===== src/rtl/mem_arbiter.sv =====
// mem_arbiter: shares one burst memory port between three requesters
// (0 = icache refill, 1 = dcache refill/writeback, 2 = aux pixel feeder).
// One transaction at a time: IDLE -> CMD -> WDATA|RDATA -> IDLE.
// Build option: define ARB_FIXED_PRIO_EN for fixed priority 1 > 0 > 2;
// the default build arbitrates round-robin starting at requester 0.
module mem_arbiter #(
  parameter int ADDR_W    = 32,
  parameter int DATA_W    = 128,
  parameter int MASK_W    = DATA_W / 8,
  parameter int BURST_LEN = 2
) (
  input  logic                  clk,
  input  logic                  rst,
  input  logic [2:0]            req_valid,
  input  logic [2:0]            req_rnw,
  input  logic [3*ADDR_W-1:0]   req_addr,
  output logic [2:0]            req_ready,
  input  logic [2:0]            wvalid,
  input  logic [3*DATA_W-1:0]   wdata,
  input  logic [3*MASK_W-1:0]   wmask,
  output logic [2:0]            wready,
  output logic [2:0]            rd_valid,
  output logic [DATA_W-1:0]     rd_data,
  output logic                  mem_cmd_valid,
  input  logic                  mem_cmd_ready,
  output logic                  mem_cmd_rnw,
  output logic [ADDR_W-1:0]     mem_cmd_addr,
  output logic                  mem_wdata_valid,
  input  logic                  mem_wdata_ready,
  output logic [DATA_W-1:0]     mem_wdata,
  output logic [MASK_W-1:0]     mem_wmask,
  input  logic                  mem_rdata_valid,
  input  logic [DATA_W-1:0]     mem_rdata,
  output logic                  busy,
  output logic [1:0]            grant_id,
  output logic                  err_unexp_rdata
);

  localparam int CNT_W = $clog2(BURST_LEN + 1);
  localparam logic [CNT_W-1:0] LAST_CNT = CNT_W'(BURST_LEN);

  typedef enum logic [1:0] {
    IDLE  = 2'd0,
    CMD   = 2'd1,
    WDATA = 2'd2,
    RDATA = 2'd3
  } arbStateT;

  arbStateT             stateR;
  logic [1:0]           grantR;
  logic                 rnwR;
  logic [ADDR_W-1:0]    addrR;
  logic [CNT_W-1:0]     cntR;
  logic [2:0]           reqReadyR;
  logic                 cmdValidR;
  logic                 busyR;
  logic [1:0]           grantIdR;
  logic                 errR;
`ifndef ARB_FIXED_PRIO_EN
  logic [1:0]           lastGrantR;
`endif

  logic [1:0]           winnerS;
  logic                 winnerRnwS;
  logic [ADDR_W-1:0]    winnerAddrS;
  logic [2:0]           grantOneHotS;
  logic                 selWvalidS;
  logic [DATA_W-1:0]    selWdataS;
  logic [MASK_W-1:0]    selWmaskS;
  logic                 beatS;
  logic [CNT_W-1:0]     cntNextS;

  function automatic logic [2:0] toOneHot(input logic [1:0] id);
    logic [2:0] oh;
    case (id)
      2'd0:    oh = 3'b001;
      2'd1:    oh = 3'b010;
      2'd2:    oh = 3'b100;
      default: oh = 3'b000;
    endcase
    return oh;
  endfunction

`ifdef ARB_FIXED_PRIO_EN
  // Fixed priority: dcache first, then icache, then aux.
  function automatic logic [1:0] pickWinner(input logic [2:0] valid);
    logic [1:0] pick;
    if (valid[1]) begin
      pick = 2'd1;
    end else if (valid[0]) begin
      pick = 2'd0;
    end else begin
      pick = 2'd2;
    end
    return pick;
  endfunction
`else
  // Round-robin: search upward from the requester after the last owner.
  function automatic logic [1:0] pickWinner(input logic [2:0] valid, input logic [1:0] last);
    logic [1:0] pick;
    case (last)
      2'd0:    pick = valid[1] ? 2'd1 : (valid[2] ? 2'd2 : 2'd0);
      2'd1:    pick = valid[2] ? 2'd2 : (valid[0] ? 2'd0 : 2'd1);
      default: pick = valid[0] ? 2'd0 : (valid[1] ? 2'd1 : 2'd2);
    endcase
    return pick;
  endfunction
`endif

  // Select the arbitration winner and its command fields.
  always_comb begin
`ifdef ARB_FIXED_PRIO_EN
    winnerS = pickWinner(req_valid);
`else
    winnerS = pickWinner(req_valid, lastGrantR);
`endif
    winnerRnwS  = 1'b0;
    winnerAddrS = {ADDR_W{1'b0}};
    case (winnerS)
      2'd0:    begin winnerRnwS = req_rnw[0]; winnerAddrS = req_addr[0*ADDR_W +: ADDR_W]; end
      2'd1:    begin winnerRnwS = req_rnw[1]; winnerAddrS = req_addr[1*ADDR_W +: ADDR_W]; end
      2'd2:    begin winnerRnwS = req_rnw[2]; winnerAddrS = req_addr[2*ADDR_W +: ADDR_W]; end
      default: begin winnerRnwS = 1'b0;       winnerAddrS = {ADDR_W{1'b0}}; end
    endcase
  end

  // Pick the current owner's write-beat slice.
  always_comb begin
    grantOneHotS = toOneHot(grantR);
    selWvalidS   = 1'b0;
    selWdataS    = {DATA_W{1'b0}};
    selWmaskS    = {MASK_W{1'b0}};
    case (grantR)
      2'd0: begin
        selWvalidS = wvalid[0];
        selWdataS  = wdata[0*DATA_W +: DATA_W];
        selWmaskS  = wmask[0*MASK_W +: MASK_W];
      end
      2'd1: begin
        selWvalidS = wvalid[1];
        selWdataS  = wdata[1*DATA_W +: DATA_W];
        selWmaskS  = wmask[1*MASK_W +: MASK_W];
      end
      2'd2: begin
        selWvalidS = wvalid[2];
        selWdataS  = wdata[2*DATA_W +: DATA_W];
        selWmaskS  = wmask[2*MASK_W +: MASK_W];
      end
      default: begin
        selWvalidS = 1'b0;
        selWdataS  = {DATA_W{1'b0}};
        selWmaskS  = {MASK_W{1'b0}};
      end
    endcase
  end

  // Route write beats and read beats between memory and the owner only.
  always_comb begin
    mem_wdata_valid = 1'b0;
    mem_wdata       = {DATA_W{1'b0}};
    mem_wmask       = {MASK_W{1'b0}};
    wready          = 3'b000;
    rd_valid        = 3'b000;
    case (stateR)
      WDATA: begin
        mem_wdata_valid = selWvalidS;
        mem_wdata       = selWdataS;
        mem_wmask       = selWmaskS;
        wready          = mem_wdata_ready ? grantOneHotS : 3'b000;
      end
      RDATA: begin
        rd_valid = mem_rdata_valid ? grantOneHotS : 3'b000;
      end
      default: begin
        mem_wdata_valid = 1'b0;
      end
    endcase
  end

  // Detect a completed data beat in the current data phase.
  always_comb begin
    cntNextS = cntR + CNT_W'(1);
    case (stateR)
      WDATA:   beatS = mem_wdata_valid && mem_wdata_ready;
      RDATA:   beatS = mem_rdata_valid;
      default: beatS = 1'b0;
    endcase
  end

  // Arbitration FSM with registered command, status and error outputs.
  always_ff @(posedge clk or negedge rst) begin
    if (!rst) begin
      stateR     <= IDLE;
      grantR     <= 2'd0;
      rnwR       <= 1'b0;
      addrR      <= {ADDR_W{1'b0}};
      cntR       <= {CNT_W{1'b0}};
      reqReadyR  <= 3'b000;
      cmdValidR  <= 1'b0;
      busyR      <= 1'b0;
      grantIdR   <= 2'd3;
      errR       <= 1'b0;
`ifndef ARB_FIXED_PRIO_EN
      lastGrantR <= 2'd2;
`endif
    end else begin
      reqReadyR <= 3'b000;
      if (mem_rdata_valid && (stateR != RDATA)) begin
        errR <= 1'b1;
      end
      case (stateR)
        IDLE: begin
          if (|req_valid) begin
            grantR    <= winnerS;
            rnwR      <= winnerRnwS;
            addrR     <= winnerAddrS;
            reqReadyR <= toOneHot(winnerS);
            cmdValidR <= 1'b1;
            busyR     <= 1'b1;
            grantIdR  <= winnerS;
            stateR    <= CMD;
          end
        end
        CMD: begin
          if (mem_cmd_ready) begin
            cmdValidR <= 1'b0;
            cntR      <= {CNT_W{1'b0}};
            stateR    <= rnwR ? RDATA : WDATA;
          end
        end
        WDATA, RDATA: begin
          if (beatS) begin
            if (cntNextS == LAST_CNT) begin
              cntR     <= {CNT_W{1'b0}};
              busyR    <= 1'b0;
              grantIdR <= 2'd3;
              stateR   <= IDLE;
`ifndef ARB_FIXED_PRIO_EN
              lastGrantR <= grantR;
`endif
            end else begin
              cntR <= cntNextS;
            end
          end
        end
        default: begin
          stateR <= IDLE;
        end
      endcase
    end
  end

  assign req_ready       = reqReadyR;
  assign mem_cmd_valid   = cmdValidR;
  assign mem_cmd_rnw     = rnwR;
  assign mem_cmd_addr    = addrR;
  assign rd_data         = mem_rdata;
  assign busy            = busyR;
  assign grant_id        = grantIdR;
  assign err_unexp_rdata = errR;

endmodule

===== config.mk =====
export PLATFORM = sky130hd
export DESIGN_NAME = mem_arbiter
export DESIGN_NICKNAME = d
export VERILOG_FILES = /design/src/rtl/mem_arbiter.sv
export SDC_FILE = /design/constraint.sdc
export NUM_CORES = 1
export LEC_CHECK = 0
export ABC_CLOCK_PERIOD_IN_PS = 2700
export CELL_PAD_IN_SITES_DETAIL_PLACEMENT = 0
export CELL_PAD_IN_SITES_GLOBAL_PLACEMENT = 1
export CORE_AREA = 8 8 378 380
export CTS_CLUSTER_SIZE = 20
export DETAILED_ROUTE_END_ITERATION = 8
export DIE_AREA = 0 0 386 388
export PLACE_DENSITY = 0.41
export SYNTH_ARGS = -nofsm -noshare
export SYNTH_HDL_FRONTEND = slang
export SYNTH_SLANG_ARGS = --single-unit

===== constraint.sdc =====
create_clock -name clk -period 2.7 [get_ports clk]
set_clock_uncertainty 0.15 [all_clocks]
set_input_delay 0.27 -clock clk [delete_from_list [all_inputs] [get_ports clk]]
set_output_delay 0.27 -clock clk [all_outputs]
set_load 0.05 [all_outputs]

### Placement by cell class, run 1

Scale: 1 px per um.
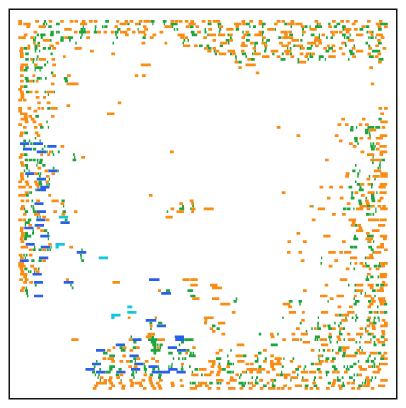
[orange] other buffers and delay cells | cells: 792
[blue] flip-flops | cells: 49
[cyan] clock drivers and dummy loads | cells: 8
[green] all other logic | cells: 776

### Sequential cells colored by netlist name, run 1

Scale: 1 px per um.
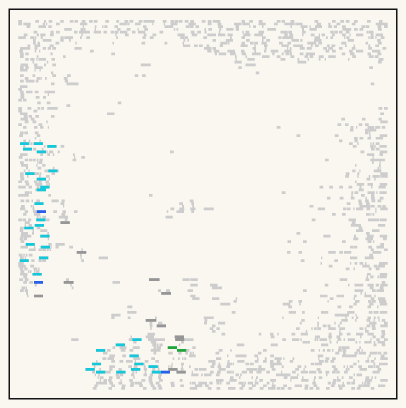
[cyan] `mem_cmd_addr` | flops: 32
[blue] `req_ready` | flops: 3
[green] `stateR` | flops: 2
not colored: 12

### Pin map, run 1

Scale: 1 px per um. Pins as bars across the die edge, other pins in gray.
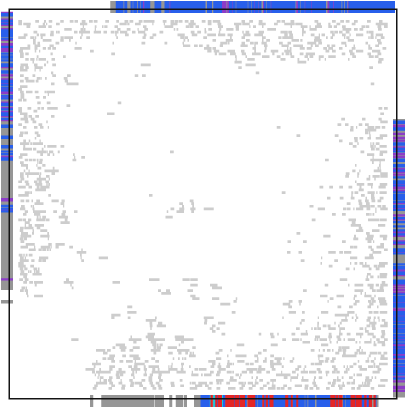
[blue] `wdata` | pins: 384 | direction: input | edge: 167 top, 91 bottom, 81 right, 45 left
[cyan] `wvalid` | pins: 3 | direction: input | edge: bottom
[red] `wmask` | pins: 48 | direction: input | edge: bottom
[purple] `mem_wdata` | pins: 128 | direction: output | edge: 54 right, 39 top, 29 left, 6 bottom
all pins by edge: 306 top, 274 bottom, 206 left, 204 right

### Congestion heat map, run 1

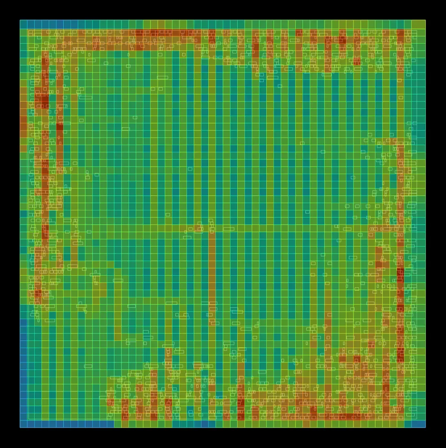
GR Layer Usage met1: 0.1281
post-route core utilization: 0.1283

==> impl_results.html, run 1 <==
<h3>Run summary</h3>
<table>
<tr><th>Metric</th><th>Value</th></tr>
<tr><th colspan="2">Clock tree</th></tr>
<tr><td>Insertion delay at the late pin of the worst-skew pair</td><td>roughly 310 ps</td></tr>
<tr><td>Clk slew on worst S/H paths</td><td>about 80 ps</td></tr>
<tr><td>Number of CTS-inserted buffers</td><td>5</td></tr>
<tr><td>Count of H-tree levels built during CTS</td><td>2</td></tr>
<tr><td>Maximum clock path buffer count</td><td>2</td></tr>
<tr><td>Number of clock sinks</td><td>between 40 and 50</td></tr>
<tr><td>Clock tree from TritonCTS</td><td>built</td></tr>
<tr><td>CTS root buffer</td><td>clkbuf_16</td></tr>
<tr><th colspan="2">Logic synthesis</th></tr>
<tr><td>Number of standard cells reported by yosys</td><td>between 1000 and 1500</td></tr>
<tr><td>Number of instances in the synthesized netlist</td><td>between 1000 and 1500</td></tr>
<tr><td>Async S/R FF share, synth</td><td>1.000</td></tr>
<tr><td>Flop and latch count out of synthesis</td><td>49</td></tr>
<tr><td>Number of warnings reported in the yosys synthesis log</td><td>0</td></tr>
<tr><td>Netlist area before placement</td><td>~6900 sq um</td></tr>
<tr><td>Top post-synthesis cells by count</td><td>nor2_1, a21oi_1, mux2i_1</td></tr>
<tr><td>Mux frac, synth</td><td>0.2150</td></tr>
<tr><td>Post-synth seq share</td><td>0.1770</td></tr>
<tr><td>Area of the synthesized netlist per yosys stat</td><td>~6900 sq um</td></tr>
<tr><td>Yosys xor share</td><td>0</td></tr>
<tr><td>Count of library flops with an enable pin</td><td>0</td></tr>
<tr><td>Dominant combinational family</td><td>simple AND/OR/NAND/NOR gates</td></tr>
<tr><td>Distinct cells, synth</td><td>35</td></tr>
<tr><td>Mean cell area of the mapped netlist</td><td>around 6.7 sq um</td></tr>
<tr><td>Count leader, synth</td><td>nor2_1</td></tr>
<tr><td>Share of synthesized cell area in and, or, nand and nor gates</td><td>0.2200</td></tr>
<tr><td>Area share of the largest cell type after synthesis</td><td>0.2117</td></tr>
<tr><td>Synthesized Nets</td><td>between 1500 and 2000</td></tr>
<tr><td>Post-synthesis adder-cell area fraction</td><td>0</td></tr>
<tr><td>Synth Flop Type</td><td>dfrtp_1</td></tr>
<tr><td>Cells taking the most area after synthesis</td><td>mux2i_1, nor2_1, dfrtp_1</td></tr>
<tr><td>Area share of and-or/or-and cells after synthesis</td><td>0.1916</td></tr>
<tr><td>Yosys top cell by area</td><td>mux2i_1</td></tr>
<tr><th colspan="2">Floorplan</th></tr>
<tr><td>Height of the die</td><td>388 um</td></tr>
<tr><td>Chip Footprint</td><td>between 100000 and 150000 sq um</td></tr>
<tr><td>Fp_density</td><td>0.05086</td></tr>
<tr><td>DIE WIDTH</td><td>386 um</td></tr>
<tr><td>Core Footprint</td><td>between 100000 and 150000 sq um</td></tr>
<tr><td>Cell row count</td><td>136</td></tr>
<tr><td>Number of top-level design ports</td><td>between 900 and 1000</td></tr>
<tr><th colspan="2">Timing</th></tr>
<tr><td>Highest attainable clock frequency</td><td>roughly 380 MHz</td></tr>
<tr><td>Worst slew pin tran</td><td>around 990 ps</td></tr>
<tr><td>Fraction of the cycle the final worst path needs</td><td>0.9871</td></tr>
<tr><td>Final number of max-transition violations</td><td>0</td></tr>
<tr><td>Post-route setup TNS</td><td>0 ps</td></tr>
<tr><td>Final period demand of the worst path</td><td>around 2700 ps</td></tr>
<tr><td>Setup violations, final</td><td>0</td></tr>
<tr><td>Setup repair after global routing missed its margin</td><td>true</td></tr>
<tr><td>Hold Vio Cnt, Final</td><td>0</td></tr>
<tr><td>Worst hold slack</td><td>between 300 and 400 ps</td></tr>
<tr><td>Relative slew margins</td><td>0.3390</td></tr>
<tr><th colspan="2">Worst setup path</th></tr>
<tr><td>Setup slack of the worst register-to-register path</td><td>260 ps</td></tr>
<tr><td>Reg-to-reg critical path endpoint</td><td>lastGrantR[0]$_DFFE_PN0P_</td></tr>
<tr><td>Data arrival time of the critical path</td><td>~2300 ps</td></tr>
<tr><td>CP Launch Type</td><td>register</td></tr>
<tr><td>Setup CP Type</td><td>register to output pin</td></tr>
<tr><td>Crit Reg-Reg Startpoint</td><td>grantR[0]$_DFFE_PN0P_</td></tr>
<tr><td>Path depth of the worst reg2reg path</td><td>7</td></tr>
<tr><td>Data required time of the critical path</td><td>2280 ps</td></tr>
<tr><td>Critical Path Start</td><td>grantR[0]$_DFFE_PN0P_</td></tr>
<tr><td>CP max FO</td><td>84</td></tr>
<tr><td>Endpoint kind of the worst setup timing path</td><td>output pin</td></tr>
<tr><th colspan="2">Global routing</th></tr>
<tr><td>Global-route wire length before repair</td><td>between 100000 and 150000 um</td></tr>
<tr><td>Number of antenna violations at the first check in global routing</td><td>~67</td></tr>
<tr><td>Number of global-route vias before repair</td><td>approximately 11000</td></tr>
<tr><td>Global Route Usage Sum</td><td>0.1071</td></tr>
<tr><td>Total gr overflow</td><td>0</td></tr>
<tr><td>Pin count of the biggest net entering global routing</td><td>around 85</td></tr>
<tr><th colspan="2">Route</th></tr>
<tr><td>Iteration tally of the first detailed-router pass</td><td>5</td></tr>
<tr><td>Via/cell ratio</td><td>approximately 2.9</td></tr>
<tr><td>Residual antenna-violating net count after detailed routing</td><td>0</td></tr>
<tr><td>Number of vias after detailed routing</td><td>about 9900</td></tr>
<tr><td>WL final</td><td>85840 um</td></tr>
<tr><td>Violation count after the first detailed-routing iteration</td><td>508</td></tr>
<tr><td>Post-detailed-route wirelength per cell</td><td>around 25 um</td></tr>
<tr><td>DR DRC count</td><td>0</td></tr>
<tr><th colspan="2">Layout</th></tr>
<tr><td>Fraction of final layout cells with drive strength greater than 1</td><td>0.1662</td></tr>
<tr><td>Area growth syn-to-layout</td><td>152.3%</td></tr>
<tr><td>Area of all placed cells without fillers</td><td>17530 sq um</td></tr>
<tr><td>Final net count</td><td>approximately 2300</td></tr>
<tr><th colspan="2">Place</th></tr>
<tr><td>Port Buffer Count</td><td>about 730</td></tr>
<tr><td>RD Place Congestion</td><td>around 0.8</td></tr>
<tr><td>Post-placement cell area</td><td>~17000 sq um</td></tr>
<tr><td>Post-DP HPWL</td><td>approximately 74000 um</td></tr>
<tr><th colspan="2">Worst hold path</th></tr>
<tr><td>Classification of the worst-slack hold path</td><td>register to register</td></tr>
<tr><td>Hold Path Sink</td><td>err_unexp_rdata$_DFFE_PN0P_</td></tr>
<tr><td>Hold Path Stages</td><td>1</td></tr>
<tr><td>Hold path startpoint</td><td>err_unexp_rdata$_DFFE_PN0P_</td></tr>
<tr><th colspan="2">Power</th></tr>
<tr><td>Total power draw</td><td>around 19 mW</td></tr>
<tr><td>Leak</td><td>between 6 and 7 nW</td></tr>
<tr><td>Max rail drop VDD</td><td>just over 0.0005 V</td></tr>
<tr><td>Power per unit of standard cell area</td><td>1100 nW/um^2</td></tr>
<tr><th colspan="2">Run</th></tr>
<tr><td>Maxcap violations</td><td>0</td></tr>
<tr><td>OpenROAD warnings</td><td>28</td></tr>
<tr><th colspan="2">Run status</th></tr>
<tr><td>Run status</td><td>completed</td></tr>
</table>
-- run 1: critical path, stage by stage (launching register included) --
cell	delay, ps
dfrtp_4	580
buf_2	190
nand2_1	110
nand2_4	90
buf_16	200
nor2_1	420
buf_12	200
-- run 1: final cells by class --
type | count | area [sq um]
inverter | 3 | 11.26
antenna | 6 | 15.01
clock inverter | 2 | 17.52
timing repair buffer | 792 | 9382
multi-input combinational | 773 | 4488
clock buffer | 6 | 138.9
tap | 1794 | 2245
sequential | 49 | 1237
fill | 15740 | 119100
-- run 1: routing by layer --
layer	global-route usage	routed length [um]
met5	0	151
met4	0.01340	1639
met3	0.04677	9484
met2	0.1813	39960
met1	0.1281	34600
-- run 1: flip-flops by register name, indices dropped and copies added (netlist names) --
name / cells
mem_cmd_addr: 32
req_ready: 3
cntR: 2
grantR: 2
grant_id: 2
lastGrantR: 2
stateR: 2
busy: 1
err_unexp_rdata: 1
mem_cmd_rnw: 1
mem_cmd_valid: 1
-- run 1: per-stage QoR --
step | worst slack (ps) | std cells
floorplan | 295.2 | 1038
global placement | 28.71 | 3400
detailed placement | 44.05 | 3400
CTS | -0.1574 | 3417
global route | -30.63 | 3419
finish | 34.75 | 3425
-- run 1: worst max path at each step --
| stage | to | slack [ps] | depth (start not counted) |
|---|---|---|---|
| after floorplan | rd_valid[0] | 300 | 4 |
| after global placement | grantR[1]$_DFFE_PN0P_ | 30 | 6 |
| after detailed placement | mem_cmd_addr[23]$_DFFE_PN0P_ | 40 | 7 |
| after CTS | mem_wdata[76] | -0.2 | 6 |
| after global routing | mem_wmask[11] | -30 | 6 |
| final | mem_wmask[11] | 30 | 6 |
-- run 1: repair_timing --
| item | in CTS | in global routing |
|---|---|---|
| cloned | 3 | 1 |
| setup buffers | 5 | 1 |
| gates resized | 17 | 25 |
| hold buffers | 1 | 0 |
| hold endpoints to repair | 23 | 0 |
| endpoints found under the setup margin | 43 | 42 |
-- run 1: logic make-up after synthesis --
kind of cell,Yosys count
buffers and inverters,216
AOI/OAI and AO/OA,228
DFF,49
and+or+nand+nor,396
muxes,149
-- run 1: cells in the final DEF, fill, tap and decap left out, types with 2 or more instances in the layout --
master             n
a21o_1             2
a21oi_1          176
a21oi_2            5
a221oi_1          29
a221oi_2           4
buf_12           143
buf_16             6
buf_2              2
buf_4             55
buf_6              4
bufbuf_16          2
clkbuf_16          6
clkdlybuf4s50_1  578
dfrtp_1           44
dfrtp_4            2
dfstp_2            3
diode_2            6
inv_1              3
mux2_2             2
mux2i_1          144
mux2i_4            2
nand2_1           47
nand2b_1           3
nor2_1           311
nor2_2            21
nor3_1             4
o21ai_0            4
-- run 1: power by group --
part / switching (mW) / internal [mW] / total (mW)
Clock: 0.352 / 0.377 / 0.729
Sequential: 0.297 / 1.10 / 1.40
Combinational: 10.4 / 6.79 / 17.2
==> run 1 -> run 2 <==
--- a/config.mk
+++ b/config.mk
@@ -8,11 +8,11 @@
 export ABC_CLOCK_PERIOD_IN_PS = 2700
 export CELL_PAD_IN_SITES_DETAIL_PLACEMENT = 0
 export CELL_PAD_IN_SITES_GLOBAL_PLACEMENT = 1
-export CORE_AREA = 8 8 378 380
+export CORE_AREA = 4 4 385 387
 export CTS_CLUSTER_SIZE = 20
 export DETAILED_ROUTE_END_ITERATION = 8
-export DIE_AREA = 0 0 386 388
-export PLACE_DENSITY = 0.41
+export DIE_AREA = 0 0 389 391
+export PLACE_DENSITY = 0.4
 export SYNTH_ARGS = -nofsm -noshare
 export SYNTH_HDL_FRONTEND = slang
 export SYNTH_SLANG_ARGS = --single-unit
### Sequential cells colored by netlist name, run 2

Scale: 1 px per um.
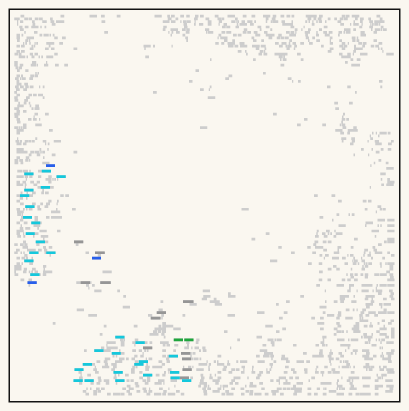
power in sequential cells: 1.36 mW
sequential cell area: 1237 sq um
share of cell area taken by flip-flops and latches: 0.07324

==> run 2 against run 1 <==
  * Total power fell by 5.8%
  * Design area fell by 3.6%
  * Area after synthesis did not move
  * Global-route usage fell by 0.64 points
  * Critical endpoint is now mem_wmask[2]
  * Routed wire length fell by 5.1%
  * Highest routed layer unchanged
  * Sequential power fell by 3%
==> impl_results.html, run 2 <==
<h3>Run summary</h3>
<table>
<tr><th>Metric</th><th>Value</th></tr>
<tr><th colspan="2">Clock tree</th></tr>
<tr><td>Clock tree from TritonCTS</td><td>built</td></tr>
<tr><td>Number of clock sinks</td><td>~49</td></tr>
<tr><td>Number of CTS-inserted buffers</td><td>5</td></tr>
<tr><td>Count of H-tree levels built during CTS</td><td>2</td></tr>
<tr><td>Clk slew on worst S/H paths</td><td>about 80 ps</td></tr>
<tr><td>CTS root buffer</td><td>clkbuf_16</td></tr>
<tr><td>Insertion delay at the late pin of the worst-skew pair</td><td>roughly 320 ps</td></tr>
<tr><td>Maximum clock path buffer count</td><td>2</td></tr>
<tr><th colspan="2">Timing</th></tr>
<tr><td>Highest attainable clock frequency</td><td>between 300 and 400 MHz</td></tr>
<tr><td>Worst hold slack</td><td>about 330 ps</td></tr>
<tr><td>Final period demand of the worst path</td><td>~2600 ps</td></tr>
<tr><td>Post-route setup TNS</td><td>0 ps</td></tr>
<tr><td>Fraction of the cycle the final worst path needs</td><td>0.9752</td></tr>
<tr><td>Hold Vio Cnt, Final</td><td>0</td></tr>
<tr><td>Worst slew pin tran</td><td>814.5 ps</td></tr>
<tr><td>Setup repair after global routing missed its margin</td><td>false</td></tr>
<tr><td>Setup violations, final</td><td>0</td></tr>
<tr><td>Relative slew margins</td><td>0.4570</td></tr>
<tr><td>Final number of max-transition violations</td><td>0</td></tr>
<tr><th colspan="2">Power</th></tr>
<tr><td>Internal Power</td><td>between 7 and 8 mW</td></tr>
<tr><td>Max rail drop VDD</td><td>between 0.0004 and 0.0005 V</td></tr>
<tr><td>Share of total power in the clock network</td><td>0.050</td></tr>
<tr><td>Leak</td><td>between 6 and 7 nW</td></tr>
<tr><td>Comb pwr share</td><td>0.875</td></tr>
<tr><td>Net Switching</td><td>10.68 mW</td></tr>
<tr><td>Net switching share of the total power</td><td>0.5881</td></tr>
<tr><td>Portion of total power attributed to sequential cells</td><td>0.075</td></tr>
<tr><td>Total power draw</td><td>roughly 18 mW</td></tr>
<tr><td>Power per unit of standard cell area</td><td>~1100 nW/um^2</td></tr>
<tr><th colspan="2">Route</th></tr>
<tr><td>Iteration tally of the first detailed-router pass</td><td>4</td></tr>
<tr><td>Violation count after the first detailed-routing iteration</td><td>370</td></tr>
<tr><td>Via/cell ratio</td><td>~2.8</td></tr>
<tr><td>Number of vias after detailed routing</td><td>9958</td></tr>
<tr><td>DR DRC count</td><td>0</td></tr>
<tr><td>Residual antenna-violating net count after detailed routing</td><td>0</td></tr>
<tr><td>Post-detailed-route wirelength per cell</td><td>~23 um</td></tr>
<tr><td>WL final</td><td>roughly 81000 um</td></tr>
<tr><th colspan="2">Floorplan</th></tr>
<tr><td>Cell row count</td><td>140</td></tr>
<tr><td>Height of the die</td><td>391 um</td></tr>
<tr><td>Number of top-level design ports</td><td>between 900 and 1000</td></tr>
<tr><td>Fp_density</td><td>0.04797</td></tr>
<tr><td>Chip Footprint</td><td>152100 sq um</td></tr>
<tr><td>DIE WIDTH</td><td>around 390 um</td></tr>
<tr><td>Core Footprint</td><td>~140000 sq um</td></tr>
<tr><th colspan="2">Run</th></tr>
<tr><td>OpenROAD warnings</td><td>27</td></tr>
<tr><td>Maxcap violations</td><td>0</td></tr>
<tr><th colspan="2">Worst setup path</th></tr>
<tr><td>CP Launch Type</td><td>register</td></tr>
<tr><td>Crit Reg-Reg Startpoint</td><td>grantR[0]$_DFFE_PN0P_</td></tr>
<tr><td>CP max FO</td><td>20</td></tr>
<tr><td>Data arrival time of the critical path</td><td>roughly 2200 ps</td></tr>
<tr><td>Setup slack of the worst register-to-register path</td><td>around 250 ps</td></tr>
<tr><td>Data required time of the critical path</td><td>about 2300 ps</td></tr>
<tr><td>Endpoint kind of the worst setup timing path</td><td>output pin</td></tr>
<tr><td>Reg-to-reg critical path endpoint</td><td>lastGrantR[0]$_DFFE_PN0P_</td></tr>
<tr><td>Setup CP Type</td><td>register to output pin</td></tr>
<tr><td>Path depth of the worst reg2reg path</td><td>7</td></tr>
<tr><th colspan="2">Layout</th></tr>
<tr><td>Multi-input logic area</td><td>approximately 4400 sq um</td></tr>
<tr><td>Area growth syn-to-layout</td><td>143.1%</td></tr>
<tr><td>Most common cell after layout, fill and taps aside</td><td>clkdlybuf4s50_1</td></tr>
<tr><td>Final Instance Count excl. Fillers</td><td>between 3000 and 4000</td></tr>
<tr><td>Area of all placed cells without fillers</td><td>~17000 sq um</td></tr>
<tr><td>Most frequently placed logic cells in the final layout</td><td>clkdlybuf4s50_1, nor2_1, a21oi_1</td></tr>
<tr><td>Layout fillers</td><td>around 17000</td></tr>
<tr><td>Fraction of final layout cells with drive strength greater than 1</td><td>0.1599</td></tr>
<tr><td>Final net count</td><td>around 2300</td></tr>
<tr><td>Flip-flop count of the largest register, all copies and words added</td><td>32</td></tr>
<tr><th colspan="2">Global routing</th></tr>
<tr><td>Number of global-route vias before repair</td><td>~11000</td></tr>
<tr><td>Global Route Usage Sum</td><td>0.1007</td></tr>
<tr><td>Number of antenna violations at the first check in global routing</td><td>58</td></tr>
<tr><td>Total gr overflow</td><td>0</td></tr>
<tr><td>Pin count of the biggest net entering global routing</td><td>61</td></tr>
<tr><td>Global-route wire length before repair</td><td>between 100000 and 150000 um</td></tr>
<tr><th colspan="2">Logic synthesis</th></tr>
<tr><td>Async S/R FF share, synth</td><td>1.000</td></tr>
<tr><td>Number of standard cells reported by yosys</td><td>1038</td></tr>
<tr><td>Count leader, synth</td><td>nor2_1</td></tr>
<tr><td>Top post-synthesis cells by count</td><td>nor2_1, a21oi_1, mux2i_1</td></tr>
<tr><td>Count of library flops with an enable pin</td><td>0</td></tr>
<tr><td>Flop and latch count out of synthesis</td><td>about 49</td></tr>
<tr><td>Synth Flop Type</td><td>dfrtp_1</td></tr>
<tr><td>Synthesized Nets</td><td>around 1700</td></tr>
<tr><td>Area of the synthesized netlist per yosys stat</td><td>6949 sq um</td></tr>
<tr><td>Distinct cells, synth</td><td>35</td></tr>
<tr><td>Mean cell area of the mapped netlist</td><td>approximately 6.7 sq um</td></tr>
<tr><td>Number of warnings reported in the yosys synthesis log</td><td>0</td></tr>
<tr><td>Number of instances in the synthesized netlist</td><td>roughly 1000</td></tr>
<tr><td>Yosys top cell by area</td><td>mux2i_1</td></tr>
<tr><td>Cells taking the most area after synthesis</td><td>mux2i_1, nor2_1, dfrtp_1</td></tr>
<tr><td>Post-synth seq share</td><td>0.1770</td></tr>
<tr><td>Area share of the largest cell type after synthesis</td><td>0.2117</td></tr>
<tr><td>Netlist area before placement</td><td>approximately 7000 sq um</td></tr>
<tr><th colspan="2">Place</th></tr>
<tr><td>Post-DP HPWL</td><td>around 72000 um</td></tr>
<tr><td>RD Place Congestion</td><td>0.7775</td></tr>
<tr><td>Port Buffer Count</td><td>about 730</td></tr>
<tr><td>Placed cell count</td><td>roughly 3500</td></tr>
<tr><td>Post-placement cell area</td><td>roughly 17000 sq um</td></tr>
<tr><th colspan="2">Worst hold path</th></tr>
<tr><td>Hold Path Stages</td><td>1</td></tr>
<tr><td>Hold path startpoint</td><td>err_unexp_rdata$_DFFE_PN0P_</td></tr>
<tr><td>Classification of the worst-slack hold path</td><td>register to register</td></tr>
<tr><td>Hold Path Sink</td><td>err_unexp_rdata$_DFFE_PN0P_</td></tr>
<tr><th colspan="2">Run status</th></tr>
<tr><td>Run status</td><td>completed</td></tr>
</table>
### Placement by cell class, run 2

Scale: 1 px per um.
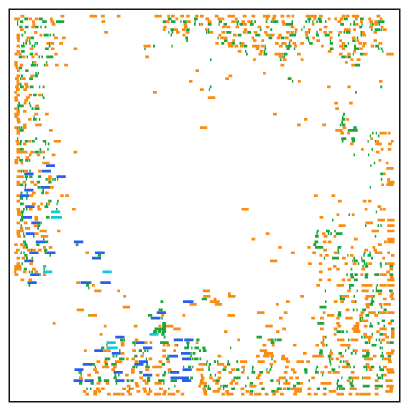
[cyan] clock drivers and dummy loads | cells: 8
[green] all other logic | cells: 776
[blue] flip-flops | cells: 49
[orange] other buffers and delay cells | cells: 812

-- run 2: cell counts after synthesis --
No cell type changed its count.
-- run 2: worst max-delay path, cell delays in order (launching register included) --
cell	delay, ps
dfrtp_4	520
buf_16	210
buf_8	230
mux2i_1	220
nor2_1	60
a21oi_1	280
nor2_1	130
buf_12	170
-- run 2: worst max-delay path by stage --
| stage | from | end | slack (ps) |
|---|---|---|---|
| 6_report | grantR[0]$_DFFE_PN0P_ | mem_wmask[2] | 70 |
| 5_1_grt | grantR[1]$_DFFE_PN0P_ | mem_wdata[71] | 2 |
| 4_1_cts | grantR[0]$_DFFE_PN0P_ | mem_wmask[2] | -20 |
| 3_5_place_dp | grantR[1]$_DFFE_PN0P_ | busy$_DFFE_PN0P_ | 130 |
| 3_3_place_gp | grantR[1]$_DFFE_PN0P_ | lastGrantR[0]$_DFFE_PN0P_ | 110 |
| 2_1_floorplan | grantR[1]$_DFFE_PN0P_ | rd_valid[0] | 300 |
-- run 2: power groups by stage --
| stage | logic [mW] | registers (mW) | clock network, mW |
|---|---|---|---|
| floorplan | 8.12 | 2.27 | 0 |
| global placement | 16.2 | 1.40 | 0 |
| detailed placement | 16.1 | 1.40 | 0 |
| CTS | 16.3 | 1.37 | 0.966 |
| global route | 17.0 | 1.42 | 0.984 |
| finish | 15.9 | 1.36 | 0.903 |
-- run 2: routing by layer --
metal / GRT usage / part of all wire
met1: 0.1198 / 0.41
met2: 0.1716 / 0.47
met3: 0.04054 / 0.096
met4: 0.01679 / 0.021
met5: 0.007974 / 0.0028
-- run 2: repair_timing --
action / in CTS / in global routing
cloned: 0 / 1
hold buffers: 1 / 0
endpoints found under the hold margin: 22 / 0
endpoints found under the setup margin: 27 / 24
setup buffers: 3 / 4
resized: 8 / 5
-- run 2: area by class of cell --
type / count / share of cell area
Timing Repair Buffer: 812 / 0.5112
Multi-Input combinational cell: 773 / 0.2606
Tap cell: 1917 / 0.1420
Sequential cell: 49 / 0.07324
Clock buffer: 5 / 0.007405
Clock inverter: 3 / 0.004073
Antenna cell: 6 / 0.0008886
Inverter: 3 / 0.0006665
-- run 2: cell families after synthesis --
| group | count (synthesis) | synth area share |
|---|---|---|
| and+or+nand+nor | 396 | 0.2200 |
| DFF | 49 | 0.1770 |
| muxes | 149 | 0.2150 |
| AOI/OAI and AO/OA | 228 | 0.1916 |
| buffers and inverters | 216 | 0.1964 |
-- run 2: metrics by stage --
stage / util / setup slack, ps
after floorplan: - / 295.2
after global placement: 0.1141 / 109.3
after detailed placement: 0.1141 / 133.0
after CTS: 0.1160 / -22.41
after global routing: 0.1165 / 2.031
final: 0.1166 / 66.84
Power and IR drop assume default switching activity.
